`config.mk`:
```
export PLATFORM = sky130hd
export DESIGN_NAME = store_rmw_unit
export DESIGN_NICKNAME = d
export VERILOG_FILES = /design/src/rtl/cpu_mem_pkg.sv /design/src/rtl/store_lane_merge.sv /design/src/rtl/store_rmw_unit.sv
export SDC_FILE = /design/constraint.sdc
export NUM_CORES = 1
export LEC_CHECK = 0
export CORE_MARGIN = 5
export CORE_UTILIZATION = 40
export CTS_BUF_LIST = sky130_fd_sc_hd__clkbuf_4 sky130_fd_sc_hd__clkbuf_8
export DETAILED_ROUTE_END_ITERATION = 12
export PLACE_DENSITY = 0.83
export SLEW_MARGIN = 20
export SYNTH_ARGS = -nofsm -noshare
export SYNTH_HDL_FRONTEND = slang
export SYNTH_SLANG_ARGS = --single-unit
```
`constraint.sdc`:
```
create_clock -name clk -period 3.5 [get_ports clk]
set_input_delay 0.35 -clock clk [delete_from_list [all_inputs] [get_ports clk]]
set_output_delay 0.35 -clock clk [all_outputs]
set_load 0.005 [all_outputs]
```
`src/rtl/cpu_mem_pkg.sv`:
```
// Shared definitions for the CPU data-memory interface.
//   - store-size codes driven by the MEM stage
//   - state encoding of the store read-modify-write FSM
//   - is_misaligned(): alignment rule for a store of a given size
package cpu_mem_pkg;

  localparam logic [1:0] SZ_BYTE = 2'b00;
  localparam logic [1:0] SZ_HALF = 2'b01;
  localparam logic [1:0] SZ_WORD = 2'b10;

  typedef enum logic [2:0] {
    S_IDLE = 3'd0,
    S_WR   = 3'd1,
    S_RD   = 3'd2,
    S_MRG  = 3'd3,
    S_ERR  = 3'd4
  } store_state_t;

  // The reserved size code 2'b11 follows the word rule.
  function automatic logic is_misaligned(input logic [1:0] size, input logic [1:0] lo);
    logic bad;
    bad = 1'b0;
    case (size)
      SZ_BYTE: bad = 1'b0;
      SZ_HALF: bad = lo[0];
      default: bad = (lo != 2'b00);
    endcase
    return bad;
  endfunction

endpackage

```
`src/rtl/store_lane_merge.sv`:
```
// Combinational lane merge for sub-word stores (little-endian).
// Ports:
//   old_word [31:0]  word currently held in memory
//   new_data [31:0]  right-justified store data
//   size     [1:0]   store-size code (byte / half / word-or-reserved)
//   lo       [1:0]   byte address bits [1:0]
//   merged   [31:0]  old_word with the addressed lane(s) replaced
module store_lane_merge
  import cpu_mem_pkg::*;
(
  input  logic [31:0] old_word,
  input  logic [31:0] new_data,
  input  logic [1:0]  size,
  input  logic [1:0]  lo,
  output logic [31:0] merged
);

  always_comb begin
    merged = old_word;
    case (size)
      SZ_BYTE: begin
        case (lo)
          2'd0:    merged[7:0]   = new_data[7:0];
          2'd1:    merged[15:8]  = new_data[7:0];
          2'd2:    merged[23:16] = new_data[7:0];
          default: merged[31:24] = new_data[7:0];
        endcase
      end
      SZ_HALF: begin
        // Only lo[1] selects the half; lo[0] is an alignment concern.
        if (lo[1]) merged[31:16] = new_data[15:0];
        else       merged[15:0]  = new_data[15:0];
      end
      default: merged = new_data;
    endcase
  end

endmodule

```
`src/rtl/store_rmw_unit.sv`:
```
// Store path of the data-memory interface.
// Word stores write directly; byte/half stores read the old word, merge the
// new lane(s) and write the word back. Misaligned stores retire with st_err.
// Ports:
//   clk, rst                 clock, synchronous active-high reset
//   st_valid/st_ready        request handshake: a request transfers in any
//                            cycle where both are 1; st_ready is 1 only when
//                            idle and all inputs are ignored otherwise
//   st_size/st_addr/st_data  request fields, captured on transfer
//   st_done/st_err           1-cycle retire pulse, err = misaligned
//   mem_addr/mem_re/mem_we   single-port synchronous-read RAM control
//   mem_wdata/mem_rdata      RAM write / read data (rdata valid the cycle after re)
module store_rmw_unit
  import cpu_mem_pkg::*;
#(
  parameter int MEM_AW = 11
) (
  input  logic              clk,
  input  logic              rst,
  input  logic              st_valid,
  output logic              st_ready,
  input  logic [1:0]        st_size,
  input  logic [31:0]       st_addr,
  input  logic [31:0]       st_data,
  output logic              st_done,
  output logic              st_err,
  output logic [MEM_AW-1:0] mem_addr,
  output logic              mem_re,
  output logic              mem_we,
  output logic [31:0]       mem_wdata,
  input  logic [31:0]       mem_rdata
);

  store_state_t state;
  logic [1:0]   size_q;
  logic [1:0]   lo_q;
  logic [31:0]  data_q;
  logic [31:0]  merged;

  // Address bits above the RAM are intentionally dropped (address wraps).
  logic unused_addr_hi;
  assign unused_addr_hi = ^st_addr[31:MEM_AW+2];

  store_lane_merge u_merge (
    .old_word (mem_rdata),
    .new_data (data_q),
    .size     (size_q),
    .lo       (lo_q),
    .merged   (merged)
  );

  // Control outputs are registered; they take the value belonging to the
  // state being entered.
  always_ff @(posedge clk) begin
    if (rst) begin
      state    <= S_IDLE;
      st_ready <= 1'b1;
      st_done  <= 1'b0;
      st_err   <= 1'b0;
      mem_re   <= 1'b0;
      mem_we   <= 1'b0;
      mem_addr <= '0;
      size_q   <= SZ_BYTE;
      lo_q     <= 2'b00;
      data_q   <= '0;
    end else begin
      st_done <= 1'b0;
      st_err  <= 1'b0;
      mem_re  <= 1'b0;
      mem_we  <= 1'b0;
      case (state)
        S_IDLE: begin
          if (st_valid && st_ready) begin
            size_q   <= st_size;
            lo_q     <= st_addr[1:0];
            data_q   <= st_data;
            st_ready <= 1'b0;
            if (is_misaligned(st_size, st_addr[1:0])) begin
              state   <= S_ERR;
              st_done <= 1'b1;
              st_err  <= 1'b1;
            end else if (st_size == SZ_BYTE || st_size == SZ_HALF) begin
              state    <= S_RD;
              mem_re   <= 1'b1;
              mem_addr <= st_addr[MEM_AW+1:2];
            end else begin
              state    <= S_WR;
              mem_we   <= 1'b1;
              st_done  <= 1'b1;
              mem_addr <= st_addr[MEM_AW+1:2];
            end
          end
        end
        S_RD: begin
          state   <= S_MRG;
          mem_we  <= 1'b1;
          st_done <= 1'b1;
        end
        default: begin
          // WR, MRG and ERR all retire in one cycle and return to idle.
          state    <= S_IDLE;
          st_ready <= 1'b1;
          mem_addr <= '0;
        end
      endcase
    end
  end

  // Merge data comes from the RAM in the MRG cycle itself, so the write
  // data mux cannot be registered.
  always_comb begin
    mem_wdata = '0;
    case (state)
      S_WR:    mem_wdata = data_q;
      S_MRG:   mem_wdata = merged;
      default: mem_wdata = '0;
    endcase
  end

endmodule

```
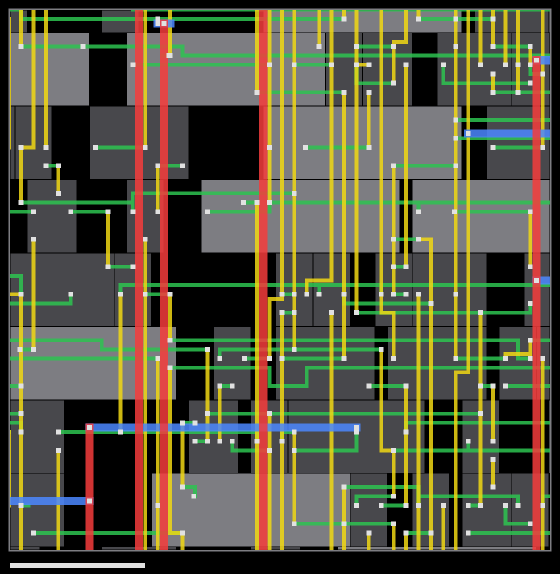
detail.png
The bar under the picture is 5 um long. Window x 38 to 58, y 57 to 77 um. Cells in gray, sequential cells in the stronger gray; small squares are vias.
Green stands for metal 1. Red stands for metal 4. Yellow stands for metal 2. Blue stands for metal 3.
33 logic cells have their middle in the window. Sequential cells in the window: 6. Most frequent: nand2_1 (13), dfxtp_1 (6), a21oi_1 (5). Netlist names of flops here include `data_q` (6).

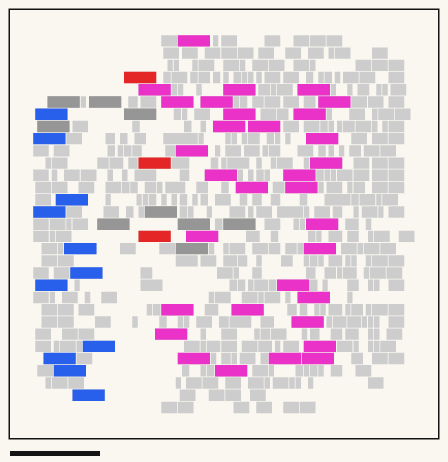
flops_by_reg.png
The bar under the picture is 20 um long. Other sequential cells in the stronger gray, the rest of the logic in the fainter gray.
Blue stands for `mem_addr`, placed flops 11. Red stands for `state`, placed flops 3. Magenta stands for `data_q`, placed flops 32.
Another 9 sequential cells are not colored.
Power Sequential: 732 uW
flop share of the area: 25.7%

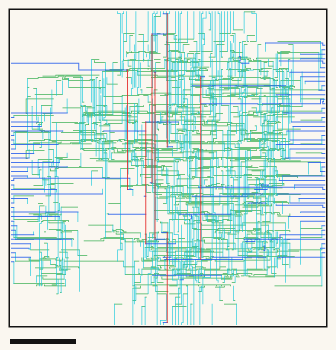
wires.png
The bar under the picture is 20 um long.
Red stands for metal 4, wire length 290 um. Blue stands for metal 3, wire length 966 um. Green stands for metal 1, wire length 3750 um. Cyan stands for metal 2, wire length 4360 um.
Vias: 3069
drt wl/cell: 16.1 um
Overall Global Routing Usage: 20.6%
final WL: 9.37 mm

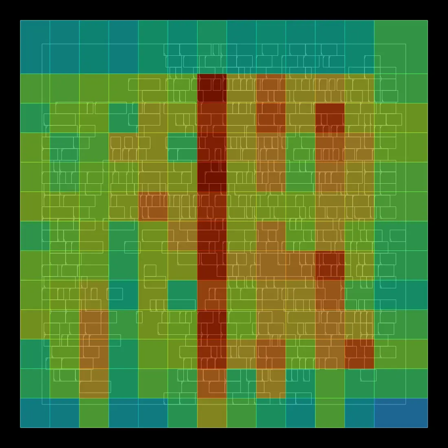
congestion.png
GR Layer Usage met3: 6.47%
grt met2 use: 34.5%

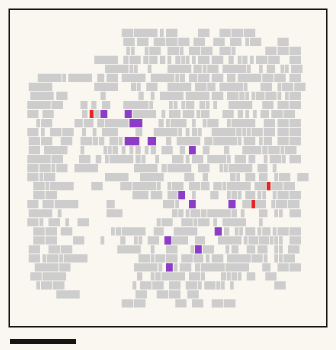
logic_types.png
The bar under the picture is 20 um long.
Purple stands for AND and OR gates, cells 13, most used and3_1. Red stands for inverters, cells 3, most used inv_1.

==> reports/summary.txt <==
Comb. pwr = 355 uW
Clock Skews = 0.00490 ns
status = finished, final reports clean
Buf/Inv on CP = 2
Avg Cell Area, Syn = 7.88 sq um
Tcrit/Tclk final = 84.9%
P&R area growth vs syn = 47.5%
fraction of area in multi-input gates = 38.1%
RSZ-0062 raised after global routing = false
min-delay worst type = reg -> reg
Reg power frac = 50.7%
fin. max-slew vios = 0
nets@finish = 582
clk root buf = clkbuf_8
buffering overhead = 31.0%
Crit path largest cell delay = 0.64 ns
routed wl met3 = 965 um
global routing's busiest layer = met2
yosys simple share = 23.5%
Post-synth mux share = 11.7%
Peak Freq = 336 MHz
Die W = 95.3 um
Worst R2R Setup Slack = 1.62 ns
fillers = 654
MI comb area = 1630 sq um
clk pwr = 355 uW
Sw Share = 29.0%
Hold EP = data_q[19]
fp util = 40.5%
top cells by area, synth = dfxtp_1 (38%), nand2_1 (13%), mux2i_1 (12%)
Die Area = 9080 sq um
tool warning count = 45
tap cell count = 99
area share, top type = 37.8%
length of routed met2 wiring = 4.36 mm
CP Launch Point = state[0]
synth_stat cells (all sizes together):
cell     count
o31ai        1
a21o         1
nor2b        2
and2b        1
nor2        33
a32o         7
buf         20
o2111ai      1
o21ai        4
inv          3
a211o        7
o2bb2ai      8
a211oi       9
and4bb       1
or3          1
clkbuf       9
nor4         3
a222oi       1
a22oi        8
or2          1
nand2b       3
and2         1
or4          1
dfxtp       55
nand2      104
nor3         2
and3         7
mux2i       34
a21oi       41
registers in the layout (all words and copies together) (netlist names):
signal / flops
st_err: 1
lo_q: 2
mem_re: 1
size_q: 2
st_ready: 1
state: 3
mem_addr: 11
st_done: 1
mem_we: 1
data_q: 32
tightest hold or removal path, cell delays in order (launching register included):
cell and delay (ns):
dfxtp_1 0.32, nand2_1 0.05, a21oi_1 0.05
Power is estimated from default activity; no workload was simulated.
